==> config.mk <==
export PLATFORM = sky130hd
export DESIGN_NAME = minsec_stop_counter
export DESIGN_NICKNAME = d
export VERILOG_FILES = /design/src/rtl/minsec_stop_pkg.sv /design/src/rtl/minsec_stop_tick_gen.sv /design/src/rtl/minsec_stop_counter.sv
export SDC_FILE = /design/constraint.sdc
export NUM_CORES = 1
export LEC_CHECK = 0
export ABC_AREA = 1
export CAP_MARGIN = 20
export CORE_MARGIN = 2
export CORE_UTILIZATION = 51
export DETAILED_ROUTE_END_ITERATION = 16
export HOLD_SLACK_MARGIN = 0.1
export PLACE_DENSITY = 0.7
export SETUP_SLACK_MARGIN = 0.1
export SLEW_MARGIN = 20
export SYNTH_ARGS = -nofsm -noshare
export SYNTH_HDL_FRONTEND = slang
export SYNTH_SLANG_ARGS = --single-unit
==> constraint.sdc <==
create_clock -name clk -period 3.05 [get_ports clk]
set_input_delay 0.61 -clock clk [delete_from_list [all_inputs] [get_ports clk]]
set_output_delay 0.61 -clock clk [all_outputs]
set_load 0.02 [all_outputs]
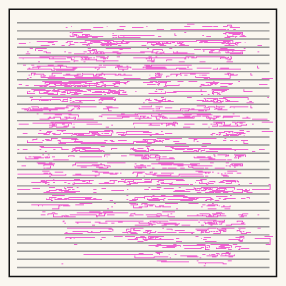
Figure 1: run 1, the metal 1 layer.
Drawn at 3 px/um. Supply wires on this layer in grey.
- share of all routed wire: 45%
- wire length on this layer: 3,540 um
- longest straight run: 27.6 um
- main direction: horizontal
total wire length: 7940 um
via count: 3,399
met1 Usage GRT: 0.240

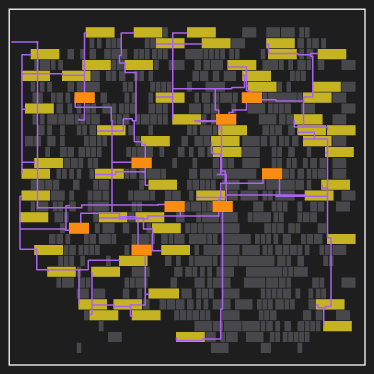
Figure 2: run 1, clock wires, drivers and flops.
Drawn at 4 px/um.
- flip-flops: yellow (count 57)
- clock wires: purple (length 877 um)
- clock drivers: orange (count 9)
- flops lie: spread over the die
- routed clock nets: 10
worst clock skew: 0.00546 ns
Clock Power Share: 0.475
clock group total power: 0.714 mW

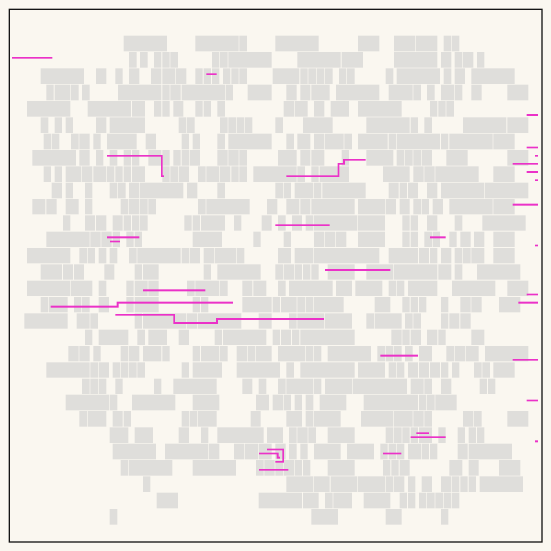
Figure 3: run 1, metal 3.
Drawn at 6 px/um.
- main direction: horizontal
- wire length on this layer: 196 um
- nets with wire on the layer: 28
met3 usage: 0.0457

==> flow_metrics.env, run 1 <==
# source this file to load flow results
export IMPL_status="finished, final reports clean"
export IMPL_warning_count=30
export IMPL_layout_top_cells="nand2_1 (124), inv_1 (71), nor2_1 (71)"
export IMPL_path_class="flop to flop"
export IMPL_gp_congestion=0.878
export IMPL_clock_sinks=57
export IMPL_hold_viol_final=0
export IMPL_worstSkewPairLatency_ns=0.33
export IMPL_io_pins=22
export IMPL_cp_top_family="adder cells"
export IMPL_max_stage_delay_ns=0.55
export IMPL_drive_gt1_frac=0.0829
export IMPL_syn_num_nets=574
export IMPL_crit_chain="inv_1, ha_1, ha_1, fa_1, ha_4, nand2_1, nand2_1, inv_1, nand2_1, nand2_1, nand2_1, nor2_2, nand2_1, o21ai_0, nor2_1"
export IMPL_hold_path_cell_count=1
export IMPL_setup_violations=0
export IMPL_via_per_inst=5.13
export IMPL_period_used=0.922
export IMPL_fp_dieW_um=88.6
export IMPL_ys_area_um2=3650
export IMPL_drcViolationCount=0
export IMPL_rows=30
export IMPL_htree_num_levels=3
export IMPL_layout_top_cell="nand2_1"
export IMPL_vdd_drop_max_mv=0.214
export IMPL_overflow=0
export IMPL_dp_hpwl_um=5920
export IMPL_crit_cells=15
export IMPL_area_growth_pct=16.0
export IMPL_grt_usage=0.217
export IMPL_ys_cells=533
export IMPL_rsz0062_at_grt="false"
export IMPL_numSynthFlops=57
export IMPL_grt_pass1_vias=3157
export IMPL_place_inst=648
export IMPL_fin_cells=663
export IMPL_dieArea_um2=7840
export IMPL_crit_top_cell="nand2_1"
export IMPL_synth_cells=533
export IMPL_cts_tree="done"
export IMPL_cts_max_path_buffers=2
export IMPL_worstSetupEndpointType="flop"
export IMPL_ys_types=32
export IMPL_synth_area_um2=3650
export IMPL_synth_dominant_cell_count="nand2_1"
export IMPL_antenna_found_initial=0
export IMPL_reg2regPathDepth=15
export IMPL_drv_cap=0
export IMPL_leakage_nw=1.82
export IMPL_clk_pin_slew_ns=0.06
export IMPL_path_buffers=2
export IMPL_hold_buffers=0
export IMPL_die_h_um=88.6
export IMPL_grt_pass1_wl_um=13300
export IMPL_diodes=0
export IMPL_antenna_left=0
export IMPL_cts_buffers=9
export IMPL_top_area_cell="dfxtp_1"
export IMPL_wire_per_inst_um=12.0
export IMPL_cp_arrival_ns=3.04
export IMPL_hp_class="flop to flop"
export IMPL_flop_cell="dfxtp_1"
export IMPL_grt_max_degree=16
export IMPL_yosysWarnings=0
export IMPL_drv_slew=0
export IMPL_cp_max_fo=6
export IMPL_crit_slowest_cell="fa_1"
export IMPL_start_kind="flop"
export IMPL_port_buffers=19
export IMPL_timing_final_crit_period_ns=2.81
export IMPL_area_leaders="dfxtp_1 (31%), nand2_1 (13%), ha_1 (11%), nor2_1 (7.7%), inv_1 (7.3%)"
export IMPL_nFillCells=628
export IMPL_power_density_nw_per_um2=355
export IMPL_first_pass_iters=4
export IMPL_top_cell_area_share=0.313
export IMPL_ys_seq_share=0.313
export IMPL_worstPathRequired_ns=3.28
export IMPL_tns_ns=0
export IMPL_core_um2=6870
export IMPL_fp_util=0.531
export IMPL_ys_top_cells_by_count="nand2_1 (125), nor2_1 (75), inv_1 (71)"
export IMPL_first_iter_violations=148
export IMPL_edf_count=0
export IMPL_largest_register_ffs=27
export IMPL_layout_nets=604
export IMPL_regToRegSetupSlack_ns=0.24
export IMPL_avgSynthCellArea_um2=6.84
export IMPL_fmax_mhz=355
export IMPL_synthArstFlopShare=0
export IMPL_cts_root_buffer="clkbuf_8"
==> run 1: where the power goes <==
group,total (mW),switching (mW),internal (mW)
registers,0.747,0.00130,0.746
logic,0.0424,0.0307,0.0117
clock network,0.714,0.299,0.415
==> run 1: what timing repair did <==
| item | 4_1_cts | 5_1_grt |
|---|---|---|
| gates resized | 0 | 13 |
| endpoints found under the setup margin | 0 | 4 |
| setup buffers | 0 | 0 |
==> run 1: cell type report <==
class / instances / area [um^2] / area share
Clock inverter: 3 / 40.0 / 0.00947
Inverter: 73 / 274 / 0.0648
Multi-Input combinational cell: 397 / 2260 / 0.535
Clock buffer: 12 / 155 / 0.0367
Sequential cell: 57 / 1140 / 0.270
Timing Repair Buffer: 25 / 235 / 0.0556
Tap cell: 96 / 120 / 0.0284
==> run 1: logic make-up (layout without fill, tap and decap cells) <==
kind of cell,count (synthesis),count (layout),synth area share
compound gates,48,48,0.0673
xor+xnor,15,15,0.0360
fa+ha+maj,36,36,0.130
buf+inv,79,113,0.0868
flops,57,57,0.313
other cells,1,1,0.00103
simple gates,297,297,0.366
==> run 1: per-stage QoR <==
stage | hold slack, ns | setup WS [ns] | area (um^2) | total power, mW | utilization
final | 0.481 | 0.237 | 4230 | 1.50 | 0.616
after global routing | 0.508 | 0.0433 | 4230 | 1.56 | 0.616
after CTS | 0.476 | 0.140 | 4150 | 1.52 | 0.605
after detailed placement | 0.467 | 0.158 | 3960 | 0.807 | 0.576
after global placement | 0.452 | 0.215 | 3960 | 0.806 | 0.576
after floorplan | 0.434 | 0.282 | 3650 | 0.794 | -
==> run 1: routing by layer <==
metal  track usage  up-vias  wire length (um)
li1              -     1779                 -
met1         0.240     1563              3540
met2         0.406       53              4140
met3        0.0457        4               195
met4        0.0799        0                58
met5             0        -                 0
Figure 4. Cell density map (run 1).
Drawn at 4 px/um. 9 x 9 tiles, from white (low) to dark blue (high), 0 to 100% covered.
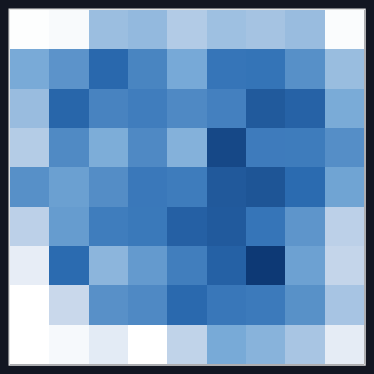

==> inputs of run 2 (changes only) <==
Settings changed: DONT_BUFFER_PORTS set to 1, PLACE_DENSITY 0.7 to 0.66, SETUP_SLACK_MARGIN 0.1 to 0.02.
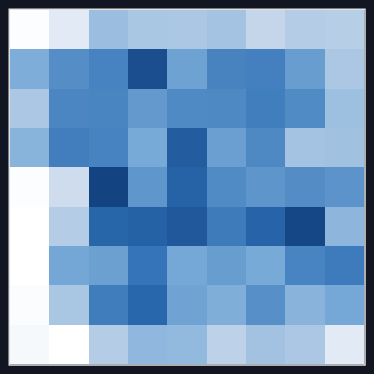
Figure 5: run 2, cell density map.
Drawn at 4 px/um. 9 x 9 tiles, from white (low) to dark blue (high), 0 to 100% covered.
- mean over tiles: 49%
- emptiest ninth of the die: lower left
- fullest tile: 92%
core box area: 6870 um^2
final core occ: 0.581
FP Util: 0.531

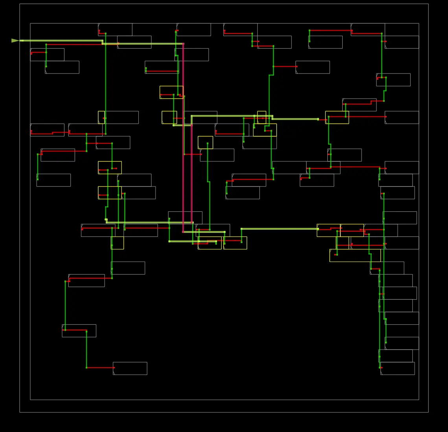
Figure 6: run 2, clock routing.
worst clock skew: 0.0112 ns
clock group total power: 0.699 mW

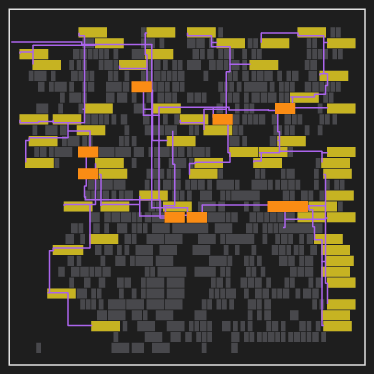
Figure 7: run 2, clock wires, drivers and flops.
Drawn at 4 px/um.
- flip-flops: yellow (count 57)
- clock wires: purple (length 778 um)
- clock drivers: orange (count 9)
- routed clock nets: 10
Clock Power Share: 0.472
clk latency late pin: 0.33 ns

==> run 2 against run 1 <==
Critical path depth rose by 1. Worst hold slack got worse by 0.15 ns. Combinational power fell by 19%. Area after synthesis did not move. Clock skew rose by 0.0057 ns. Critical path type unchanged. Critical endpoint is now disp_data[13]$_SDFF_PP0_. Largest power group unchanged. Highest routed layer unchanged.
==> flow_metrics.env, run 2 <==
# source this file to load flow results
export IMPL_buffers=6
export IMPL_overflow=0
export IMPL_cts_setup_buffers=0
export IMPL_place_inst=629
export IMPL_seq_share=0.286
export IMPL_path_class="flop to flop"
export IMPL_finalWirelength_um=7450
export IMPL_ys_types=32
export IMPL_area_leaders="dfxtp_1 (31%), nand2_1 (13%), ha_1 (11%), nor2_1 (7.7%), inv_1 (7.3%)"
export IMPL_power_density_nw_per_um2=371
export IMPL_tns_ns=0
export IMPL_clk_pin_slew_ns=0.07
export IMPL_buf_share=0.0113
export IMPL_holdWs_ns=0.335
export IMPL_comb_area_frac=0.555
export IMPL_cts_max_path_buffers=2
export IMPL_period_used=0.927
export IMPL_grt_pass1_vias=2798
export IMPL_hold_viol_final=0
export IMPL_vdd_drop_max_mv=0.285
export IMPL_fmax_mhz=354
export IMPL_register_area_um2=1140
export IMPL_numSynthFlops=57
export IMPL_cts_buffers=9
export IMPL_clock_buffers=10
export IMPL_avgSynthCellArea_um2=6.84
export IMPL_synth_dominant_cell_count="nand2_1"
export IMPL_grt_pass1_wl_um=12700
export IMPL_gp_congestion=0.833
export IMPL_hold_path_cell_count=1
export IMPL_drv_slew=0
export IMPL_syn_num_nets=574
export IMPL_edf_count=0
export IMPL_worstSetupEndpointType="flop"
export IMPL_ys_top_cells_by_count="nand2_1 (125), nor2_1 (75), inv_1 (71)"
export IMPL_hp_class="input port to flop"
export IMPL_synthArstFlopShare=0
export IMPL_largest_register_ffs=27
export IMPL_drv_cap=0
export IMPL_taps=96
export IMPL_area_growth_pct=9.54
export IMPL_port_buffers=0
export IMPL_warning_count=30
export IMPL_vias=3297
export IMPL_ys_seq_share=0.313
export IMPL_antenna_found_initial=0
export IMPL_clock_sinks=57
export IMPL_grt_max_degree=20
export IMPL_rsz0062_at_grt="false"
export IMPL_io_pins=22
export IMPL_synth_cells=533
export IMPL_leakage_nw=1.75
export IMPL_clk_share=0.0489
export IMPL_htree_num_levels=3
export IMPL_ys_area_um2=3650
export IMPL_drive_gt1_frac=0.0783
export IMPL_status="finished, final reports clean"
export IMPL_cts_root_buffer="clkbuf_8"
export IMPL_die_h_um=88.6
export IMPL_regToRegSetupSlack_ns=0.22
export IMPL_cp_max_fo=5
export IMPL_layout_nets=585
export IMPL_dpl_cell_area_um2=3770
export IMPL_top_area_cell="dfxtp_1"
export IMPL_start_kind="flop"
export IMPL_via_per_inst=5.11
export IMPL_flop_cell="dfxtp_1"
-- run 2: cell counts after synthesis --
No cell type changed its count.
-- run 2: logic make-up (layout without fill, tap and decap cells) --
logic type	after synthesis	after routing	synth area share
buffers and inverters	79	95	0.0868
other	1	1	0.00103
AOI/OAI and AO/OA	48	48	0.0673
and+or+nand+nor	297	297	0.366
xor gates and xnor gates	15	15	0.0360
DFF	57	57	0.313
adders and majority gates	36	36	0.130
-- run 2: where the power goes --
| part | total, mW | switching, mW | internal, mW |
|---|---|---|---|
| clock network | 0.699 | 0.319 | 0.380 |
| registers | 0.748 | 0.00192 | 0.746 |
| logic | 0.0345 | 0.0278 | 0.00670 |
| total | 1.48 | 0.348 | 1.13 |
-- run 2: worst max-delay path: stages (launching register included) --
cell,delay [ns]
dfxtp_1,0.32
buf_4,0.16
ha_1,0.27
ha_1,0.34
ha_4,0.29
inv_1,0.05
fa_1,0.44
inv_1,0.08
nand2_1,0.06
nand2_1,0.09
nand3_1,0.08
nand2_1,0.13
nand3_1,0.08
nor2_1,0.14
nand3_1,0.09
nand2_1,0.06
nor2_1,0.04
-- run 2: metrics by stage --
step / total power, mW / setup WS [ns]
after floorplan: 0.794 / 0.282
after global placement: 0.798 / 0.215
after detailed placement: 0.799 / 0.208
after CTS: 1.50 / 0.176
after global routing: 1.53 / 0.0208
final: 1.48 / 0.224
-- run 2: timing repair --
| item | 4_1_cts | 5_1_grt |
|---|---|---|
| resized | 0 | 9 |
| hold buffers | 0 | 0 |
| endpoints found under the setup margin | 0 | 3 |
| hold endpoints to repair | 0 | 0 |
-- run 2: per-layer routing --
layer,share of wire,global-route usage
met5,0,0
met4,0.0082,0.0523
met3,0.057,0.0541
met2,0.40,0.284
met1,0.53,0.318
No activity file was given, so power comes from the tool's default toggle rates.
